### src/rtl/axi_llc_arcane_xfer_seq_if.sv
// Command, AR/AW request and completion signals of the ARCANE line-copy sequencer.
// The master modport is the sequencer's view; slave is the LLC/software side.
interface axi_llc_arcane_xfer_seq_if #(
  parameter int unsigned AddrWidth     = 32,
  parameter int unsigned IdWidth       = 4,
  parameter int unsigned NumLinesWidth = 8
);
  logic                     cmd_valid;
  logic                     cmd_ready;
  logic [AddrWidth-1:0]     cmd_src_addr;
  logic [AddrWidth-1:0]     cmd_dst_addr;
  logic [NumLinesWidth-1:0] cmd_num_lines;
  logic                     cmd_alloc;

  logic                     ar_valid;
  logic                     ar_ready;
  logic [AddrWidth-1:0]     ar_addr;
  logic [IdWidth-1:0]       ar_id;
  logic                     ar_src_dst;

  logic                     aw_valid;
  logic                     aw_ready;
  logic [AddrWidth-1:0]     aw_addr;
  logic [IdWidth-1:0]       aw_id;
  logic                     aw_src_dst;

  logic                     line_done;
  logic                     busy;
  logic                     done;
  logic [NumLinesWidth-1:0] lines_done;

  modport master (
    input  cmd_valid, cmd_src_addr, cmd_dst_addr, cmd_num_lines, cmd_alloc,
    output cmd_ready,
    output ar_valid, ar_addr, ar_id, ar_src_dst,
    input  ar_ready,
    output aw_valid, aw_addr, aw_id, aw_src_dst,
    input  aw_ready,
    input  line_done,
    output busy, done, lines_done
  );

  modport slave (
    output cmd_valid, cmd_src_addr, cmd_dst_addr, cmd_num_lines, cmd_alloc,
    input  cmd_ready,
    input  ar_valid, ar_addr, ar_id, ar_src_dst,
    output ar_ready,
    input  aw_valid, aw_addr, aw_id, aw_src_dst,
    output aw_ready,
    output line_done,
    input  busy, done, lines_done
  );
endinterface

### src/rtl/axi_llc_arcane_xfer_seq.sv
// ARCANE line-copy sequencer: turns one copy command into per-line AR/AW requests,
// throttled by an outstanding-write limit, and reports completion.
//
// state    | meaning
// ---------+--------------------------------------------------------------
// ST_IDLE  | waiting for a command, cmd_ready high
// ST_ISSUE | emitting AR/AW line requests
// ST_DRAIN | all AWs issued, waiting for the remaining line completions
module axi_llc_arcane_xfer_seq #(
  parameter int unsigned AddrWidth      = 32,
  parameter int unsigned IdWidth        = 4,
  parameter int unsigned TxnId          = 0,
  parameter int unsigned LineBytes      = 64,
  parameter int unsigned NumLinesWidth  = 8,
  parameter int unsigned MaxOutstanding = 4
) (
  input logic clk_i,
  input logic rst_ni,
  axi_llc_arcane_xfer_seq_if.master bus
);

  localparam int unsigned OutW = $clog2(MaxOutstanding + 1);

  localparam logic [1:0] ST_IDLE  = 2'd0;
  localparam logic [1:0] ST_ISSUE = 2'd1;
  localparam logic [1:0] ST_DRAIN = 2'd2;

  logic [1:0]               state_q;
  logic [NumLinesWidth-1:0] num_lines_q;
  logic [NumLinesWidth-1:0] ar_cnt_q;
  logic [NumLinesWidth-1:0] aw_cnt_q;
  logic [NumLinesWidth-1:0] lines_done_q;
  logic [OutW-1:0]          out_cnt_q;
  logic [AddrWidth-1:0]     ar_addr_q;
  logic [AddrWidth-1:0]     aw_addr_q;
  logic                     ar_valid_q;
  logic                     aw_valid_q;
  logic                     alloc_q;
  logic                     busy_q;
  logic                     done_q;
  logic                     cmd_ready_q;

  logic                     cmd_hs;
  logic                     ar_hs;
  logic                     aw_hs;
  logic                     ld_ok;
  logic [NumLinesWidth-1:0] ar_cnt_d;
  logic [NumLinesWidth-1:0] aw_cnt_d;
  logic [NumLinesWidth-1:0] lines_done_d;
  logic [OutW-1:0]          out_cnt_d;

  assign cmd_hs = bus.cmd_valid & cmd_ready_q;
  assign ar_hs  = ar_valid_q & bus.ar_ready;
  assign aw_hs  = aw_valid_q & bus.aw_ready;
  // Completions are only honoured while an operation has writes in flight.
  assign ld_ok  = bus.line_done & (state_q != ST_IDLE) & (out_cnt_q != '0);

  always_comb begin
    ar_cnt_d     = ar_cnt_q + NumLinesWidth'(ar_hs);
    aw_cnt_d     = aw_cnt_q + NumLinesWidth'(aw_hs);
    out_cnt_d    = out_cnt_q;
    lines_done_d = lines_done_q;
    if (aw_hs && !ld_ok) begin
      out_cnt_d = out_cnt_q + OutW'(1);
    end else if (!aw_hs && ld_ok) begin
      out_cnt_d = out_cnt_q - OutW'(1);
    end
    if (ld_ok && (lines_done_q < num_lines_q)) begin
      lines_done_d = lines_done_q + NumLinesWidth'(1);
    end
  end

  always_ff @(posedge clk_i or negedge rst_ni) begin
    if (!rst_ni) begin
      state_q      <= ST_IDLE;
      num_lines_q  <= '0;
      ar_cnt_q     <= '0;
      aw_cnt_q     <= '0;
      lines_done_q <= '0;
      out_cnt_q    <= '0;
      ar_addr_q    <= '0;
      aw_addr_q    <= '0;
      ar_valid_q   <= 1'b0;
      aw_valid_q   <= 1'b0;
      alloc_q      <= 1'b0;
      busy_q       <= 1'b0;
      done_q       <= 1'b0;
      cmd_ready_q  <= 1'b1;
    end else begin
      done_q <= 1'b0;
      case (state_q)
        ST_IDLE: begin
          if (cmd_hs) begin
            num_lines_q  <= bus.cmd_num_lines;
            alloc_q      <= bus.cmd_alloc;
            ar_addr_q    <= bus.cmd_src_addr;
            aw_addr_q    <= bus.cmd_dst_addr;
            ar_cnt_q     <= '0;
            aw_cnt_q     <= '0;
            out_cnt_q    <= '0;
            lines_done_q <= '0;
            cmd_ready_q  <= 1'b0;
            busy_q       <= 1'b1;
            if (bus.cmd_num_lines != '0) begin
              state_q    <= ST_ISSUE;
              ar_valid_q <= 1'b1;
            end else begin
              state_q    <= ST_DRAIN;
            end
          end
        end
        ST_ISSUE: begin
          ar_cnt_q     <= ar_cnt_d;
          aw_cnt_q     <= aw_cnt_d;
          out_cnt_q    <= out_cnt_d;
          lines_done_q <= lines_done_d;
          if (ar_hs) ar_addr_q <= ar_addr_q + AddrWidth'(LineBytes);
          if (aw_hs) aw_addr_q <= aw_addr_q + AddrWidth'(LineBytes);
          ar_valid_q <= (ar_cnt_d < num_lines_q);
          // Registered valids are monotonic in their enables, so a raised
          // valid can only fall after its own handshake.
          aw_valid_q <= (aw_cnt_d < ar_cnt_d) && (out_cnt_d < OutW'(MaxOutstanding));
          if (aw_cnt_d == num_lines_q) state_q <= ST_DRAIN;
        end
        ST_DRAIN: begin
          out_cnt_q    <= out_cnt_d;
          lines_done_q <= lines_done_d;
          ar_valid_q   <= 1'b0;
          aw_valid_q   <= 1'b0;
          if (lines_done_d == num_lines_q) begin
            state_q     <= ST_IDLE;
            busy_q      <= 1'b0;
            done_q      <= 1'b1;
            cmd_ready_q <= 1'b1;
          end
        end
        default: begin
          state_q     <= ST_IDLE;
          ar_valid_q  <= 1'b0;
          aw_valid_q  <= 1'b0;
          busy_q      <= 1'b0;
          cmd_ready_q <= 1'b1;
        end
      endcase
    end
  end

  assign bus.cmd_ready  = cmd_ready_q;
  assign bus.ar_valid   = ar_valid_q;
  assign bus.ar_addr    = ar_addr_q;
  assign bus.ar_id      = IdWidth'(TxnId);
  assign bus.ar_src_dst = alloc_q;
  assign bus.aw_valid   = aw_valid_q;
  assign bus.aw_addr    = aw_addr_q;
  assign bus.aw_id      = IdWidth'(TxnId);
  assign bus.aw_src_dst = alloc_q;
  assign bus.busy       = busy_q;
  assign bus.done       = done_q;
  assign bus.lines_done = lines_done_q;

endmodule

### src/flat_wrapper.sv
// flat-port wrapper written by rule: the top's interface ports become plain ports
module axi_llc_arcane_xfer_seq_flat 
#(
  parameter int unsigned AddrWidth      = 32,
  parameter int unsigned IdWidth        = 4,
  parameter int unsigned TxnId          = 0,
  parameter int unsigned LineBytes      = 64,
  parameter int unsigned NumLinesWidth  = 8,
  parameter int unsigned MaxOutstanding = 4
)
  (clk_i, rst_ni, bus_cmd_valid, bus_cmd_src_addr, bus_cmd_dst_addr, bus_cmd_num_lines, bus_cmd_alloc, bus_cmd_ready, bus_ar_valid, bus_ar_addr, bus_ar_id, bus_ar_src_dst, bus_ar_ready, bus_aw_valid, bus_aw_addr, bus_aw_id, bus_aw_src_dst, bus_aw_ready, bus_line_done, bus_busy, bus_done, bus_lines_done);
  axi_llc_arcane_xfer_seq_if #(.AddrWidth(AddrWidth), .IdWidth(IdWidth), .NumLinesWidth(NumLinesWidth)) bus_i ();
  input logic clk_i;
  input logic rst_ni;
  input wire logic [$bits(bus_i.cmd_valid)-1:0] bus_cmd_valid;
  input wire logic [$bits(bus_i.cmd_src_addr)-1:0] bus_cmd_src_addr;
  input wire logic [$bits(bus_i.cmd_dst_addr)-1:0] bus_cmd_dst_addr;
  input wire logic [$bits(bus_i.cmd_num_lines)-1:0] bus_cmd_num_lines;
  input wire logic [$bits(bus_i.cmd_alloc)-1:0] bus_cmd_alloc;
  output wire logic [$bits(bus_i.cmd_ready)-1:0] bus_cmd_ready;
  output wire logic [$bits(bus_i.ar_valid)-1:0] bus_ar_valid;
  output wire logic [$bits(bus_i.ar_addr)-1:0] bus_ar_addr;
  output wire logic [$bits(bus_i.ar_id)-1:0] bus_ar_id;
  output wire logic [$bits(bus_i.ar_src_dst)-1:0] bus_ar_src_dst;
  input wire logic [$bits(bus_i.ar_ready)-1:0] bus_ar_ready;
  output wire logic [$bits(bus_i.aw_valid)-1:0] bus_aw_valid;
  output wire logic [$bits(bus_i.aw_addr)-1:0] bus_aw_addr;
  output wire logic [$bits(bus_i.aw_id)-1:0] bus_aw_id;
  output wire logic [$bits(bus_i.aw_src_dst)-1:0] bus_aw_src_dst;
  input wire logic [$bits(bus_i.aw_ready)-1:0] bus_aw_ready;
  input wire logic [$bits(bus_i.line_done)-1:0] bus_line_done;
  output wire logic [$bits(bus_i.busy)-1:0] bus_busy;
  output wire logic [$bits(bus_i.done)-1:0] bus_done;
  output wire logic [$bits(bus_i.lines_done)-1:0] bus_lines_done;
  assign bus_i.cmd_valid = bus_cmd_valid;
  assign bus_i.cmd_src_addr = bus_cmd_src_addr;
  assign bus_i.cmd_dst_addr = bus_cmd_dst_addr;
  assign bus_i.cmd_num_lines = bus_cmd_num_lines;
  assign bus_i.cmd_alloc = bus_cmd_alloc;
  assign bus_cmd_ready = bus_i.cmd_ready;
  assign bus_ar_valid = bus_i.ar_valid;
  assign bus_ar_addr = bus_i.ar_addr;
  assign bus_ar_id = bus_i.ar_id;
  assign bus_ar_src_dst = bus_i.ar_src_dst;
  assign bus_i.ar_ready = bus_ar_ready;
  assign bus_aw_valid = bus_i.aw_valid;
  assign bus_aw_addr = bus_i.aw_addr;
  assign bus_aw_id = bus_i.aw_id;
  assign bus_aw_src_dst = bus_i.aw_src_dst;
  assign bus_i.aw_ready = bus_aw_ready;
  assign bus_i.line_done = bus_line_done;
  assign bus_busy = bus_i.busy;
  assign bus_done = bus_i.done;
  assign bus_lines_done = bus_i.lines_done;
  axi_llc_arcane_xfer_seq #(.AddrWidth(AddrWidth), .IdWidth(IdWidth), .TxnId(TxnId), .LineBytes(LineBytes), .NumLinesWidth(NumLinesWidth), .MaxOutstanding(MaxOutstanding)) u_core (.clk_i(clk_i), .rst_ni(rst_ni), .bus(bus_i));
endmodule
### config.mk
export PLATFORM = sky130hd
export DESIGN_NAME = axi_llc_arcane_xfer_seq_flat
export DESIGN_NICKNAME = d
export VERILOG_FILES = /design/src/rtl/axi_llc_arcane_xfer_seq_if.sv /design/src/rtl/axi_llc_arcane_xfer_seq.sv /design/src/flat_wrapper.sv
export SDC_FILE = /design/constraint.sdc
export NUM_CORES = 1
export LEC_CHECK = 0
export ABC_AREA = 1
export CORE_UTILIZATION = 45
export DETAILED_ROUTE_END_ITERATION = 10
export DONT_BUFFER_PORTS = 1
export PLACE_DENSITY_LB_ADDON = 0.2
export SKIP_CTS_REPAIR_TIMING = 1
export SLEW_MARGIN = 20
export SYNTH_ARGS = -nofsm -noshare
export SYNTH_HDL_FRONTEND = slang
export SYNTH_SLANG_ARGS = --single-unit
### constraint.sdc
create_clock -name clk_i -period 2.44 [get_ports clk_i]
set_clock_uncertainty 0.15 [all_clocks]
set_input_delay 0.488 -clock clk_i [delete_from_list [all_inputs] [get_ports clk_i]]
set_output_delay 0.488 -clock clk_i [all_outputs]
set_load 0.005 [all_outputs]
run_1/metal_stack.png
Bar = 50 um.
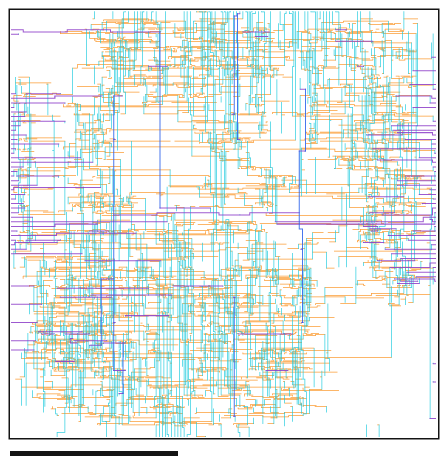
| color | layer | wire length |
|---|---|---|
| blue | met4 | 341 um |
| cyan | met2 | 8420 um |
| orange | met1 | 8420 um |
| purple | met3 | 1270 um |

run_1/final_clocks.png
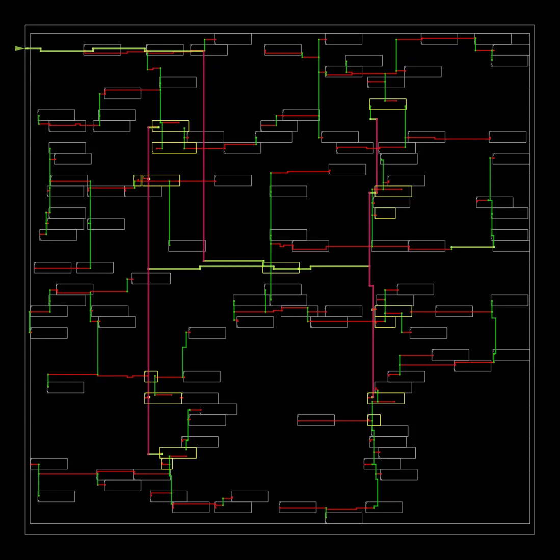
CTS buffer count: 9
Late-Pin Clk Latency: 0.36 ns
clk pwr: 1.54 mW

==> run summary, run 1 <==
status: complete, but fails checks
failing checks: negative hold slack
VDD IR-drop max: 0.000307 V
most frequent logic cell in the layout: nand2_1
met1 usage: 31.0%
critical path peak fanout: 7
clock network share of area: 3.80%
Post-DP Area: 0.00763 mm2
Tapcells: 211
Crit path largest cell delay: 0.38 ns
delay-heaviest family, CP: simple AND/OR/NAND/NOR gates
flop count: 107
Placement Setup Slack: -0.0818 ns
vias in the first global route: 5743
Tmin final: 2.38 ns
Core ar.: 0.0153 mm2
DRT Pass-1 Iters: 5
max-capacitance violation count: 0
Pre-Place Util: 46.3%
final hold vios: 107
CP max stage cell: dfrtp_1
Post-DP HPWL: 13.3 mm
WHS: -0.325 ns
Setup crit start kind: register
worst path cell trace: inv_1 > ha_4 > a21oi_1 > o21a_1 > buf_12 > nand3_4 > nand2_2 > nand3_1 > nand2_1 > nand2_2 > nor2_2 > nand2_2 > nand2_4 > nand2_2 > nand2_1 > nand2_1
Gate Area: 0.00396 mm2
grt ovf: 0
combinational share of cell area: 48.1%
run_1/registers.png
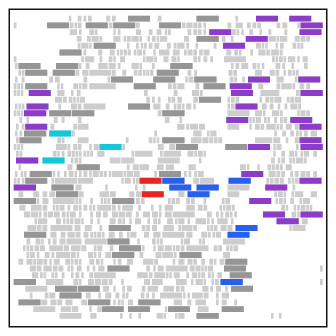
| color | name in the netlist | sequential cells |
|---|---|---|
| cyan | u_core.out_cnt_q | 3 |
| purple | u_core.bus.aw_addr | 32 |
| blue | u_core.aw_cnt_q | 8 |
| red | u_core.state_q | 2 |
not colored: 62

run_1/pins.png
Pins as bars across the die edge, other pins in gray.
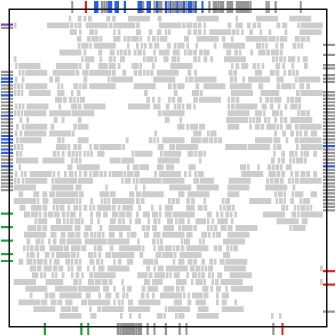
| color | port | pins | direction | edge |
|---|---|---|---|---|
| purple | clk_i | 1 | input | left |
| red | bus_ar_id | 4 | output | 2 right, 1 top, 1 bottom |
| blue | bus_cmd_src_addr | 32 | input | 20 top, 10 left, 2 right |
| green | bus_lines_done | 8 | output | 5 left, 3 bottom |

run 1: worst max path at each step:
stage               cells after the start                         startpoint                               to  slack, ns
finish                                 16  u_core.num_lines_q[5]$_DFFE_PN0P_      u_core.bus.busy$_DFFE_PN0P_       0.06
global route                           18  u_core.num_lines_q[6]$_DFFE_PN0P_    u_core.state_q[1]$_DFFE_PN0P_      -0.05
CTS                                    15    u_core.bus.ar_valid$_DFFE_PN0P_  u_core.bus.ar_valid$_DFFE_PN0P_       0.01
detailed placement                     14                       bus_aw_ready    u_core.state_q[1]$_DFFE_PN0P_      -0.08
global placement                       15                       bus_ar_ready  u_core.bus.ar_valid$_DFFE_PN0P_      -0.03
floorplan                              15                       bus_ar_ready  u_core.bus.ar_valid$_DFFE_PN0P_       0.06
run 1: cells by family (layout without fill, tap and decap cells):
kind of cell | after synthesis | in the layout | synth area share, %
AOI/OAI and AO/OA | 194 | 194 | 15.5
xor gates and xnor gates | 40 | 40 | 4.96
adders and majority gates | 35 | 35 | 6.20
buffers and inverters | 156 | 202 | 9.59
DFF | 107 | 107 | 38.0
other | 1 | 8 | 0.0531
and+or+nand+nor | 393 | 393 | 25.7
run 1: synth_stat cells (8+ instances only):
cell and instances:
a21oi_1 31, clkbuf_1 15, nor2_1 65, nor3_1 16
inv_1 107, o21ai_0 81, nand2_2 9, ha_1 35
xor2_1 34, o22ai_1 43, nor2_2 10, dfrtp_1 106
nand2_1 211, nand3_1 40, o21ai_1 14, nand4_1 18
buf_2 8, buf_4 11
run 1: power by group through the flow:
stage / sequential (mW) / clock (mW) / combinational, mW
final: 1.86 / 1.54 / 0.224
after global routing: 1.87 / 1.64 / 0.252
after CTS: 1.86 / 1.58 / 0.199
after detailed placement: 1.90 / 0 / 0.199
after global placement: 1.90 / 0 / 0.195
after floorplan: 1.89 / 0 / 0.143
==> inputs of run 2 (changes only) <==
CTS_CLUSTER_SIZE = 10   (was not set)
SKIP_LAST_GASP = 1   (was not set)
run_2/pins.png
Pins as bars across the die edge, other pins in gray.
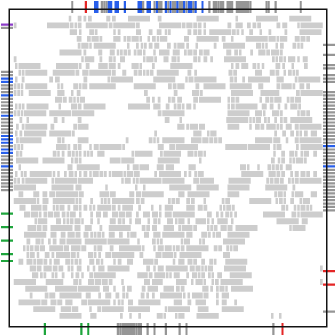
| color | port | pins | direction | edge |
|---|---|---|---|---|
| blue | bus_cmd_src_addr | 32 | input | 20 top, 10 left, 2 right |
| purple | clk_i | 1 | input | left |
| red | bus_ar_id | 4 | output | 2 right, 1 top, 1 bottom |
| green | bus_lines_done | 8 | output | 5 left, 3 bottom |

run_2/final_clocks.png
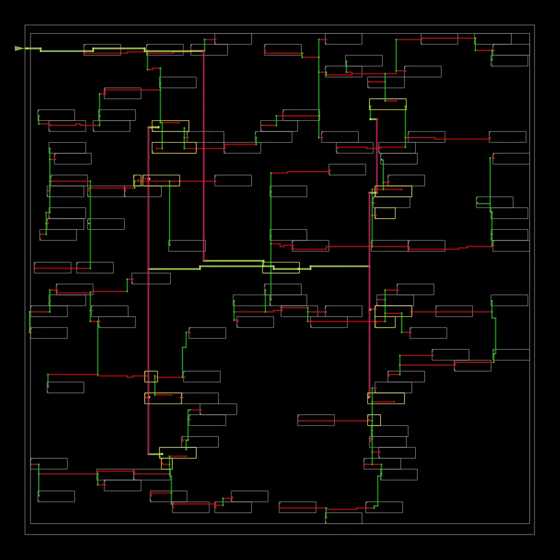
clock buffers: 11
Late-Pin Clk Latency: 0.35 ns
flop count: 107
Clock Sinks: 107

==> run 2 against run 1 <==
Net effect:
- the flow still finishes with violations (negative hold slack)
- sequential power about the same
- register-to-register slack about the same
- hold slack gained 0.00065 ns
- non-clock buffer count is the same
- wire length fell by 0.20%
- sequential share of layout area about the same
- area after synthesis unchanged
- final cell count unchanged
- clock power barely moved
- total power is essentially flat
- critical endpoint unchanged
- largest power group unchanged
==> run summary, run 2 <==
CTS tree: yes
final hold vios: 107
Post-Synth AOI/OAI Area: 15.5%
Pwr Total: 3.63 mW
P_comb: 0.224 mW
Core ar.: 0.0153 mm2
VDD IR-drop max: 0.000307 V
# H-tree levels: 3
yosys simple share: 25.7%
Syn Std Cell Area: 0.00706 mm2
DRT Pass-1 Iters: 5
met1 usage: 31.0%
WHS: -0.324 ns
Post-DP HPWL: 13.3 mm
grt met2 use: 35.9%
Setup crit start kind: register
Logic family by area: simple AND/OR/NAND/NOR gates
Post-DP Area: 0.00763 mm2
cell with the most instances after synthesis: nand2_1
Post-synth top cells: 211 x nand2_1, 107 x inv_1, 106 x dfrtp_1
status: complete, but fails checks
fa+ha+maj area frac: 6.20%
CTS buffer count: 9
most frequent logic cell in the layout: nand2_1
Pre-Place Util: 46.3%
Placement Setup Slack: -0.0818 ns
root buffer cell: clkbuf_16
Tmin final: 2.38 ns
cell-internal power: 2.77 mW
critical path peak fanout: 7
failing checks: negative hold slack
clk pwr: 1.54 mW
Synth Area in XOR/XNOR: 4.96%
area fraction in mux cells: 0%
Top pwr grp: registers
max-capacitance violation count: 0
Crit path arrival time: 2.48 ns
vias in the first global route: 5743
==> run 2: cell counts after synthesis <==
Identical to the previous run, type by type.
==> run 2: per-stage QoR <==
step	TNS [ns]	util (%)
finish	0	54.0
global route	-0.166	54.0
CTS	0	52.0
detailed placement	-0.318	50.0
global placement	-0.0538	50.0
floorplan	0	-
==> run 2: final timing paths <==
kind | start | end | slack, ns | cells past startpoint
max in group asynchronous | rst_ni | u_core.bus.cmd_ready$_DFFE_PN1P_ | 2.23 | 0
setup / recovery | u_core.num_lines_q[5]$_DFFE_PN0P_ | u_core.bus.busy$_DFFE_PN0P_ | 0.06 | 16
hold / removal | rst_ni | u_core.bus.aw_addr[27]$_DFFE_PN0P_ | -0.32 | 0
min in group clk_i | bus_cmd_dst_addr[0] | u_core.bus.aw_addr[0]$_DFFE_PN0P_ | 0.10 | 2
hold reg to reg | u_core.bus.cmd_ready$_DFFE_PN1P_ | u_core.bus.cmd_ready$_DFFE_PN1P_ | 0.35 | 2
setup reg to reg | u_core.num_lines_q[5]$_DFFE_PN0P_ | u_core.bus.busy$_DFFE_PN0P_ | 0.06 | 16
==> run 2: critical path: stages (launching register included) <==
cell	delay, ns
dfrtp_1	0.38
inv_1	0.13
ha_4	0.22
a21oi_1	0.13
o21a_1	0.20
buf_12	0.13
nand3_4	0.13
nand2_2	0.12
nand3_1	0.07
nand2_1	0.08
nand2_2	0.06
nor2_2	0.12
nand2_2	0.08
nand2_4	0.10
nand2_2	0.06
nand2_1	0.06
nand2_1	0.05
==> run 2: final cells by class <==
cell class | count | area (um2)
clock buffers | 11 | 253
clock inverters | 5 | 60.1
fillers | 1429 | 7030
inverters | 116 | 438
multi-input cells | 670 | 3960
flip-flops and latches | 107 | 2680
well taps | 211 | 264
repair buffers | 70 | 579
Power and IR drop assume default switching activity.
